===== src/rtl/bti_demux_ot.sv =====
// BTI 1-to-N address demultiplexer with an in-order tracking FIFO of up to
// OT_DEPTH outstanding requests; unmapped addresses get a local error response.
module bti_demux_ot #(
  parameter int BTI_AW     = 32,
  parameter int BTI_DW     = 32,
  parameter int BTI_TW     = 4,
  parameter int GST_SEL_AW = 8,
  parameter int GST_NUM    = 4,
  parameter logic [GST_SEL_AW-1:0] GST_SEL [GST_NUM] = '{8'h00, 8'h10, 8'h20, 8'h30},
  parameter int GST_AW [GST_NUM] = '{16, 16, 16, 16},
  parameter int OT_DEPTH   = 4
) (
  input  logic                        clk,
  input  logic                        rst,
  input  logic                        host_bti_req_vld_i,
  output logic                        host_bti_req_rdy_o,
  input  logic [BTI_AW-1:0]           host_bti_req_addr_i,
  input  logic [BTI_TW-1:0]           host_bti_req_tid_i,
  output logic                        host_bti_rsp_vld_o,
  input  logic                        host_bti_rsp_rdy_i,
  output logic [BTI_TW-1:0]           host_bti_rsp_tid_o,
  output logic [BTI_DW-1:0]           host_bti_rsp_data_o,
  output logic                        host_bti_rsp_ok_o,
  output logic [GST_NUM-1:0]          gst_bti_req_vld_o,
  input  logic [GST_NUM-1:0]          gst_bti_req_rdy_i,
  output logic [GST_NUM*BTI_AW-1:0]   gst_bti_req_addr_o,
  output logic [GST_NUM*BTI_TW-1:0]   gst_bti_req_tid_o,
  input  logic [GST_NUM-1:0]          gst_bti_rsp_vld_i,
  output logic [GST_NUM-1:0]          gst_bti_rsp_rdy_o,
  input  logic [GST_NUM*BTI_TW-1:0]   gst_bti_rsp_tid_i,
  input  logic [GST_NUM*BTI_DW-1:0]   gst_bti_rsp_data_i,
  input  logic [GST_NUM-1:0]          gst_bti_rsp_ok_i,
  output logic [$clog2(OT_DEPTH+1)-1:0] ot_cnt_o
);

  localparam int IDX_W  = (GST_NUM > 1) ? $clog2(GST_NUM) : 1;
  localparam int PTR_W  = $clog2(OT_DEPTH);
  localparam int CNT_W  = $clog2(OT_DEPTH + 1);
  localparam int WIN_HI = BTI_AW - GST_SEL_AW - 1;

  logic [GST_NUM-1:0] hit_s;
  logic [IDX_W-1:0]   sel_s;
  logic               derr_s;
  logic               gst_rdy_sel_s;
  logic               full_s;
  logic               push_s;
  logic               pop_s;

  logic [IDX_W-1:0]   ent_idx_q [OT_DEPTH];
  logic               ent_err_q [OT_DEPTH];
  logic [BTI_TW-1:0]  ent_tid_q [OT_DEPTH];

  logic [PTR_W-1:0]   wr_ptr_q, wr_ptr_d;
  logic [PTR_W-1:0]   rd_ptr_q, rd_ptr_d;
  logic [CNT_W-1:0]   cnt_q, cnt_d;

  logic               head_vld_s;
  logic [IDX_W-1:0]   head_idx_s;
  logic               head_err_s;
  logic [BTI_TW-1:0]  head_tid_s;

  // A guest window only checks the address bits between its window width and the select field.
  for (genvar gi = 0; gi < GST_NUM; gi++) begin : g_hit
    localparam int LO = GST_AW[gi];
    logic sel_match_s;
    assign sel_match_s = (host_bti_req_addr_i[BTI_AW-1 -: GST_SEL_AW] == GST_SEL[gi]);
    if (LO <= WIN_HI) begin : g_win
      localparam int WW = WIN_HI - LO + 1;
      assign hit_s[gi] = sel_match_s && (host_bti_req_addr_i[WIN_HI:LO] == {WW{1'b0}});
    end else begin : g_nowin
      assign hit_s[gi] = sel_match_s;
    end
  end

  always_comb begin
    sel_s         = {IDX_W{1'b0}};
    derr_s        = 1'b1;
    gst_rdy_sel_s = 1'b0;
    for (int i = GST_NUM - 1; i >= 0; i--) begin
      sel_s  = hit_s[i] ? IDX_W'(i) : sel_s;
      derr_s = derr_s & ~hit_s[i];
    end
    for (int i = 0; i < GST_NUM; i++) begin
      gst_rdy_sel_s = (sel_s == IDX_W'(i)) ? gst_bti_req_rdy_i[i] : gst_rdy_sel_s;
    end
  end

  // full depends only on the count register, so host_rsp_rdy never reaches host_req_rdy.
  assign full_s             = (cnt_q == CNT_W'(OT_DEPTH));
  assign host_bti_req_rdy_o = ~full_s & (derr_s | gst_rdy_sel_s);
  assign push_s             = host_bti_req_vld_i & host_bti_req_rdy_o;
  assign pop_s              = host_bti_rsp_vld_o & host_bti_rsp_rdy_i;
  assign gst_bti_req_addr_o = {GST_NUM{host_bti_req_addr_i}};
  assign gst_bti_req_tid_o  = {GST_NUM{host_bti_req_tid_i}};

  always_comb begin
    gst_bti_req_vld_o = {GST_NUM{1'b0}};
    for (int i = 0; i < GST_NUM; i++) begin
      gst_bti_req_vld_o[i] = host_bti_req_vld_i & ~full_s & ~derr_s & (sel_s == IDX_W'(i));
    end
  end

  always_ff @(posedge clk) begin
    if (push_s) begin
      ent_idx_q[wr_ptr_q] <= sel_s;
      ent_err_q[wr_ptr_q] <= derr_s;
      ent_tid_q[wr_ptr_q] <= host_bti_req_tid_i;
    end
  end

  assign head_vld_s = (cnt_q != {CNT_W{1'b0}});
  assign head_idx_s = ent_idx_q[rd_ptr_q];
  assign head_err_s = ent_err_q[rd_ptr_q];
  assign head_tid_s = ent_tid_q[rd_ptr_q];

  // Only the head guest is ever offered rdy; an error head is answered locally.
  always_comb begin
    host_bti_rsp_vld_o  = 1'b0;
    host_bti_rsp_tid_o  = {BTI_TW{1'b0}};
    host_bti_rsp_data_o = {BTI_DW{1'b0}};
    host_bti_rsp_ok_o   = 1'b0;
    gst_bti_rsp_rdy_o   = {GST_NUM{1'b0}};
    if (!head_vld_s) begin
      host_bti_rsp_vld_o = 1'b0;
    end else if (head_err_s) begin
      host_bti_rsp_vld_o = 1'b1;
      host_bti_rsp_tid_o = head_tid_s;
    end else begin
      for (int i = 0; i < GST_NUM; i++) begin
        if (head_idx_s == IDX_W'(i)) begin
          host_bti_rsp_vld_o   = gst_bti_rsp_vld_i[i];
          host_bti_rsp_tid_o   = gst_bti_rsp_tid_i[i*BTI_TW +: BTI_TW];
          host_bti_rsp_data_o  = gst_bti_rsp_data_i[i*BTI_DW +: BTI_DW];
          host_bti_rsp_ok_o    = gst_bti_rsp_ok_i[i];
          gst_bti_rsp_rdy_o[i] = host_bti_rsp_rdy_i;
        end else begin
          gst_bti_rsp_rdy_o[i] = 1'b0;
        end
      end
    end
  end

  always_comb begin
    wr_ptr_d = push_s ? wr_ptr_q + PTR_W'(1) : wr_ptr_q;
    rd_ptr_d = pop_s  ? rd_ptr_q + PTR_W'(1) : rd_ptr_q;
    case ({push_s, pop_s})
      2'b10:   cnt_d = cnt_q + CNT_W'(1);
      2'b01:   cnt_d = cnt_q - CNT_W'(1);
      default: cnt_d = cnt_q;
    endcase
  end

  always_ff @(posedge clk or posedge rst) begin
    if (rst) begin
      wr_ptr_q <= {PTR_W{1'b0}};
      rd_ptr_q <= {PTR_W{1'b0}};
      cnt_q    <= {CNT_W{1'b0}};
    end else begin
      wr_ptr_q <= wr_ptr_d;
      rd_ptr_q <= rd_ptr_d;
      cnt_q    <= cnt_d;
    end
  end

  assign ot_cnt_o = cnt_q;

endmodule


===== config.mk =====
export PLATFORM = sky130hd
export DESIGN_NAME = bti_demux_ot
export DESIGN_NICKNAME = d
export VERILOG_FILES = /design/src/rtl/bti_demux_ot.sv
export SDC_FILE = /design/constraint.sdc
export NUM_CORES = 1
export LEC_CHECK = 0
export ABC_AREA = 1
export CAP_MARGIN = 20
export CELL_PAD_IN_SITES_DETAIL_PLACEMENT = 0
export CELL_PAD_IN_SITES_GLOBAL_PLACEMENT = 1
export CORE_AREA = 2 2 154 156
export CTS_CLUSTER_DIAMETER = 30
export DETAILED_ROUTE_END_ITERATION = 8
export DIE_AREA = 0 0 156 158
export HOLD_SLACK_MARGIN = 0.03
export PLACE_DENSITY_LB_ADDON = 0.1
export SYNTH_ARGS = -nofsm -noshare
export SYNTH_HDL_FRONTEND = slang
export SYNTH_SLANG_ARGS = --single-unit

===== constraint.sdc =====
create_clock -name clk -period 2.9 [get_ports clk]
set_input_delay 0.435 -clock clk [delete_from_list [all_inputs] [get_ports clk]]
set_output_delay 0.435 -clock clk [all_outputs]
set_load 0.02 [all_outputs]

Fig. 1: run 1, clock network drawn from the DEF
Drawn at 4 px/micron.
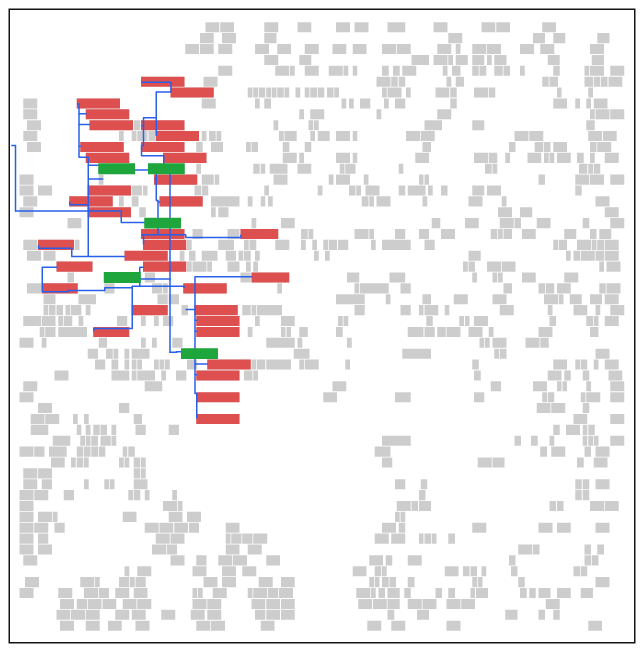
[flip-flops] red | count: 35
[clock drivers] green | count: 5
[clock wires] blue | length: 457 microns
routed clock nets: 6
clock group share of total power: 8.0%
post-route clock skew: 0.005900 ns
Clk. pwr: 504 uW
clock insertion delay at the later pin of the skew report: 0.27 ns

Fig. 2: run 1, supply network
Drawn at 3 px/micron. Pins as bars on the die edge.
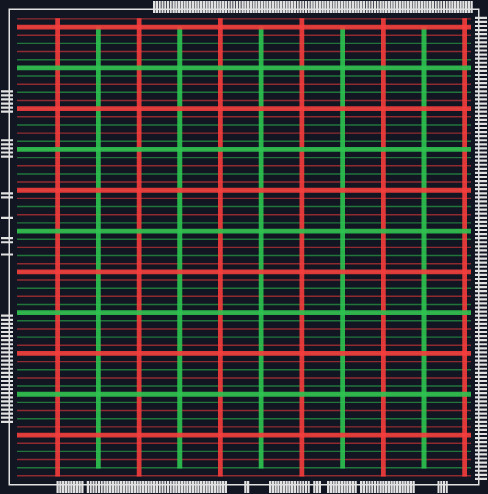
[VSS] red
[VDD] green
met5 straps: 11
rows: 56
signal pins: 390
met1 rails: 57
met4 straps: 11

==> run notes, run 1 <==
On the backend side, the flow ran end to end.

The area recorded from the Yosys report for this design is roughly 4200 sq um. The register with the most flip-flops in the layout has 16 of them. The chip area stands at roughly 25000 sq um. Ranked by power, first place goes to combinational logic. The arrival time of the worst setup path stands at 2.31 ns. By area, the combinational part of the netlist is dominated by buffers and inverters. For this configuration, the core starts out at a cell density of 18.41%.

The number of failing hold endpoints at the final stage stands at 0. The clock buffer count stands at 6. The power density of the placed cells stands at between 900 and 1000 nW/um^2. The switching share of power stands at 53.42%. After technology mapping, the gate count stands at 600. For reference, simple AND, OR, NAND and NOR cells occupy 22.50% of the area reported after synthesis.

The combinational power stands at 5030 uW. At the end of the flow, the number of nets in the layout was 999. The via count of the first global-routing pass stands at 4528.

The depth of the critical timing path with buffers and inverters included stands at 7. The number of max-slew violations in the final report stands at 0. The most critical setup path has its endpoint at gst_bti_req_vld_o[1]. In the final layout, the fill cell count is 2503. Summing the areas of all compound-gate instances in the mapped netlist gives 17.34% of the synthesized area. For this run the aggregate overflow at the end of global routing stands at 0. The global router reports that the layer with the highest usage is met2. The number of placed instances, taps included stands at around 1.1k. In the placement report, post-DP HPWL is listed as between 15000 and 20000 microns. Per the CTS log, the root buffer master is clkbuf_16. The count of multi-input combinational gates stands at 353. The power report lists cell-internal power as 2942 uW. Global routing consumed, on the met3 layer, 3.832% of the routing resources. The worst setup path is captured at an output pin.

Per the log, the first TritonRoute iteration ended with a DRC count of 243. The pre-CTS setup slack stands at -0.04962 ns. The largest buffer count on any clock path stands at 2. Adding up every negative setup slack in the final design gives 0 ns. The global-route met1 utilization stands at 14.85%.

The average cell area after synthesis stands at 7.071 sq um. The largest net degree at the start of global routing stands at 49. Post-synth the commonest register cell is edfxtp_1.

After synthesis, the share of cell area in mux cells is 0%. The number of clock sinks came to 35. The fraction of cell area in multi-input combinational cells is reported as 25.84%. Setup violations remaining at the end of the flow were counted as 0. In the final layout, the multi-input gates occupy around 1800 sq um. Of the total synthesized cell area, the portion taken by XOR and XNOR cells is less than 1%. The power share of the sequential group stands at 12.4%. The critical path contains buffers and inverters numbering 2 combined. The total setup buffers inserted after CTS stands at 0. Looking at area per cell type in the netlist, the leader is buf_4. The instance area at placement stands at 6860 sq um. Across all setup checks in the final design, the least slack found is about 0.16 ns.

The number of detailed-route iterations in the first pass stands at 4. In this run, synthesis inferred 28 flip-flops with an integrated enable. The synthesized flop and latch total stands at 35. 390 I/O pins were placed. The tool warning count stands at 29. Listed in order, past its start point the critical path passes clkdlybuf4s50_1, nor2_1, nand2_1, nor3_2, nand3_1, nor2_1, clkdlybuf4s50_1. Detailed routing placed a total of 1581 microns of wire on met3. The timing report gives the worst reg2reg path a setup slack of 0.32 ns.

The flow reports an fmax of 0.3647 GHz. Tap insertion was completed with 290 tapcells. According to the hold report, the worst path is of the in2async type. For this block, wires on met1 add up to around 6900 microns. Ranked by flip-flop count, first place goes to ent_tid_q. The routed layout reports a DRC error count of 0. The cell depth of the worst flop-to-flop path stands at 17.

The area of the core stands at 23050 sq um. CTS added clock buffers totalling 5. The share of cells above drive strength 1 stands at 11.53%. The worst hold margin stands at 0.4158 ns. With fillers left out, the area of the finished cells amounts to 7002 sq um. The critical path's slowest stage uses the library cell clkdlybuf4s50_1. The global routing met2 resource utilization stands at between 20 and 30%.

The total number of yosys warnings stands at 0. The final layout report lists a non-clock buffer count of 359. The share of the yosys chip area belonging to registers stands at 23.95%.

The fraction of synthesized cell area taken by the top area cell type stands at a little over a quarter. The yosys stat cell total stands at 600. The number of placement rows stands at ~56.

The clock tree synthesis step divided the H-tree into 2 levels. The highest supply drop recorded on VDD is 0.4599 mV. For the worst setup path, the data required time is 2.47 ns. The run finished with clean final reports. Gates resized during post-CTS repair numbered 36. Of all flip-flops after synthesis, the portion carrying an async set or reset was 20.00%. The registers reported with the highest flop counts are ent_tid_q x16, ent_idx_q x8, ent_err_q x4. The die is 156 microns wide. In this run, post-CTS hold repair placed 0 buffers. Summed over all nets, wire length on met2 after detailed routing comes to approximately 10000 microns.

The first-pass GRT wire length stands at about 27000 microns. The design has 35 sequential cells.
Fig. 3: run 1, met4 routing
Drawn at 2 px/micron.
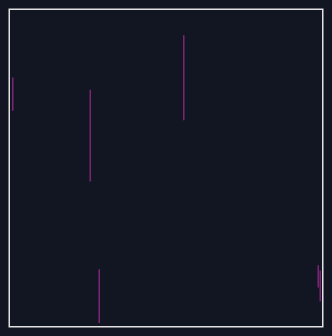
main direction: vertical
longest straight run: 45.6 microns
share of all routed wire: 0.84%
nets with wire on the layer: 6
Vias: 4470
detailed-route wire length: 18550 microns

--- run 2 (diff from run 1) ---
Settings changed: ABC_CLOCK_PERIOD_IN_PS set to 2920, PLACE_DENSITY_LB_ADDON 0.1 to 0.3.
Clock period 2.9 ns to 2.92 ns, I/O delays scaled along.
Fig. 4: run 2, clock network drawn from the DEF
Drawn at 4 px/micron.
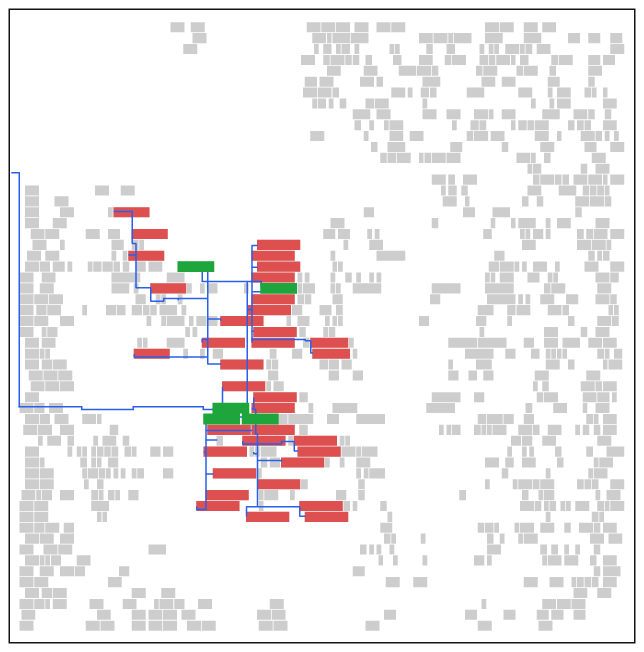
Clk. pwr: 488 uW
post-route clock skew: 0.006320 ns

==> run notes, run 2 <==
On the backend side, the flow ran end to end.

The area of the core stands at roughly 23000 sq um. The largest registers in the layout are ent_tid_q x16, ent_idx_q x8, ent_err_q x4. Per the CTS log, the root buffer master is clkbuf_16. Counting pins that exceed their max-slew limit in the final report gives 0. Setup slack closes at around 0.17 ns. Once synthesis finished, the tally of register bits stood at 35.

Wire segments on met3 add up to roughly 1800 microns in the final route. Wires add up to 17420 microns. The number of signal-net buffers in the layout stands at roughly 370. The synthesized netlist handed to floorplanning was reported with a cell count of roughly 600.

The clock buffer count stands at 6. In this run the deepest clock path goes through 2 buffers. The power density of the placed cells stands at 916.1 nW/um^2.

The final layout reports a setup TNS of 0 ns. The final-report setup violation count stands at 0. In this run the number of H-tree levels came out at 2. The number of placement rows stands at between 50 and 60. More flip-flops sit in one register than any other, and that register is ent_tid_q.

On met2, the global router reports a usage of around 24%. Gates resized during post-CTS repair numbered 28. The via count of the first global-routing pass stands at 4584.

The combinational power stands at approximately 5300 uW. The logic share of the area stands at 25.39%. The tap cell count stands at 290. Per the synth stats, the proportion of register bits with asynchronous set or reset is 20.00%.

Of the total synthesized cell area, the portion taken by XOR and XNOR cells is less than 1%. The count of multi-input combinational gates stands at 353. The biggest area contributor in the post-synthesis netlist is buf_4. The sum of routed wire segments on met1 stands at 6908 microns. The depth of the critical timing path with buffers and inverters included stands at 7. The flow ran to the end, and the final reports show no timing, DRC or antenna violations. On the final layout, the worst hold slack is approximately 0.43 ns. The layout summary lists the proportion of cells stronger than drive strength 1 as 12.16%. For met3 alone, demand over resource in global routing was 4.079%. After clock tree synthesis, the flow added hold-fix buffers numbering 0. The multiplexer share of the synthesized area stands at 0%. The die outline width stands at around 160 microns. For reference, the critical path is captured by gst_bti_req_vld_o[2]. The routed layout has roughly 4.4k vias. The placed wire-length estimate stands at 14260 microns. The placed instances occupy a cell area of 6948 sq um. Per Yosys stat, the portion of area used by sequential elements is 23.95%. The number of sequential cells reported for the layout is 35. After routing the design area is 7154 sq um.

The CTS log lists the clock sinks for this run as 35. The floorplan step records an initial core utilization of 18.41%. Prior to clock tree synthesis, the placed netlist has a worst setup slack of -0.07615 ns. The count of nets after finishing stands at 1007.

The switching share of power stands at 51.60%. The number of buffers inserted during clock tree synthesis stands at 5.
--- run 3 (diff from run 2) ---
--- a/constraint.sdc
+++ b/constraint.sdc
@@ -3,2 +3,2 @@
 set_output_delay 0.438 -clock clk [all_outputs]
-set_load 0.02 [all_outputs]
+set_load 0.05 [all_outputs]
Fig. 5: run 3, clock network drawn from the DEF
Drawn at 4 px/micron.
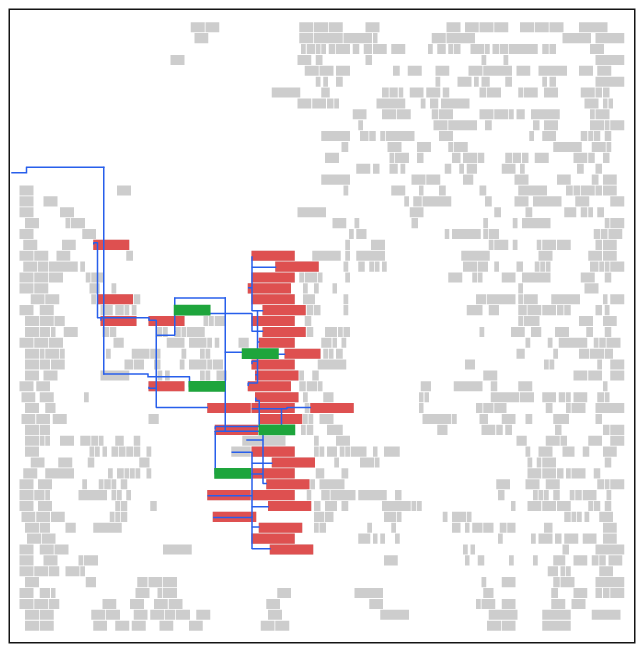
[flip-flops] red | count: 35
[clock wires] blue | length: 471 microns
[clock drivers] green | count: 5
routed clock nets: 6
post-route clock skew: 0.007642 ns
clock group share of total power: 6.8%
Clk. pwr: 606 uW

==> run notes, run 3 <==
On the backend side, the flow ran end to end.

Per the OpenROAD floorplan log, the area of the die is 24650 sq um. The clock buffer count stands at 6. The via count of the first global-routing pass was 4320.

The largest registers in the layout are ent_tid_q x16, ent_idx_q x8, ent_err_q x4. Summed over all nets, wire length on met2 after detailed routing comes to 8644 microns. In the log, the iteration count for the first detailed-route pass is 4. Per the CTS log, the maximum H-tree level is 2. Once placement completed, the tool counted placed cells totaling 1073. The tap cell count stands at 290. According to the floorplan log, the row count is 56. The fraction of synthesized cell area taken by the top area cell type stands at approximately a quarter. The register with the most flip-flops in the final layout is ent_tid_q.

Clock tree synthesis selected as its root buffer the cell clkbuf_16. The number of buffers inserted by hold repair at cts stands at 0. Per STA, the worst path is made up of buf_12, inv_6, nand2_1, nand3_2, nand2_4, buf_4, nor2_4, buf_12, nand2_1, nand2_1, o21ai_1, a21oi_1, buf_12. The tool warning count stands at 30. The setup TNS after final layout stands at 0 ns. The data arrival time reported for the critical path is 2.34 ns. For this run, the post-layout net count is roughly 990. Per the skew report, the later register of the worst-skew pair sees a clock latency of 0.27 ns. The violation tally recorded at the end of detailed-routing iteration 0 is 169. Combinational cells consume a total of ~7500 uW. 390 I/O pins were placed. On met3, the global router reports a usage of 3.942%. The total number of yosys warnings stands at 0.

Detailed placement ended at an HPWL of about 14000 microns. The number of max-slew violations in the final report stands at 0. The combined area of the multi-input logic cells stands at 1827 sq um. Cells with a size suffix above 1 make up between 10% and 20% of the layout.

The worst setup path is captured at an output pin. The largest part of the power goes to combinational logic. The flow ran to the end, and the final reports show no timing, DRC or antenna violations. The setup slack of the worst register-to-register path stands at 0.27 ns. The buffers plus inverters on the worst setup path stands at 5. The number of failing hold endpoints at the final stage stands at 0. In this run, the synthesized area fraction spent on AND-OR/OR-AND gates is recorded as 17.34%. In the floorplan report the effective utilization is 18.41%. Counting the buffers created by CTS gives 5. Across all layers, the routed design uses 4399 vias. Global routing consumed, on the met2 layer, about a quarter of the routing resources.

The total setup buffers inserted after CTS stands at 0. The flow reported a cell area power density of approximately 1200 nW/um^2. Recorded from the global router log, the overflow total was 0. Of the total synthesized cell area, the portion taken by XOR and XNOR cells is less than 1%. The largest net degree at the start of global routing stands at 45. The power share of the sequential group stands at 8.5%. The met3 wire length stands at ~1700 microns. The worst VDD IR drop from the latest analysis is 0.5089 mV. The synthesized netlist devotes 22.50% of its cell area to simple gates.
Power is estimated from default activity; no workload was simulated.
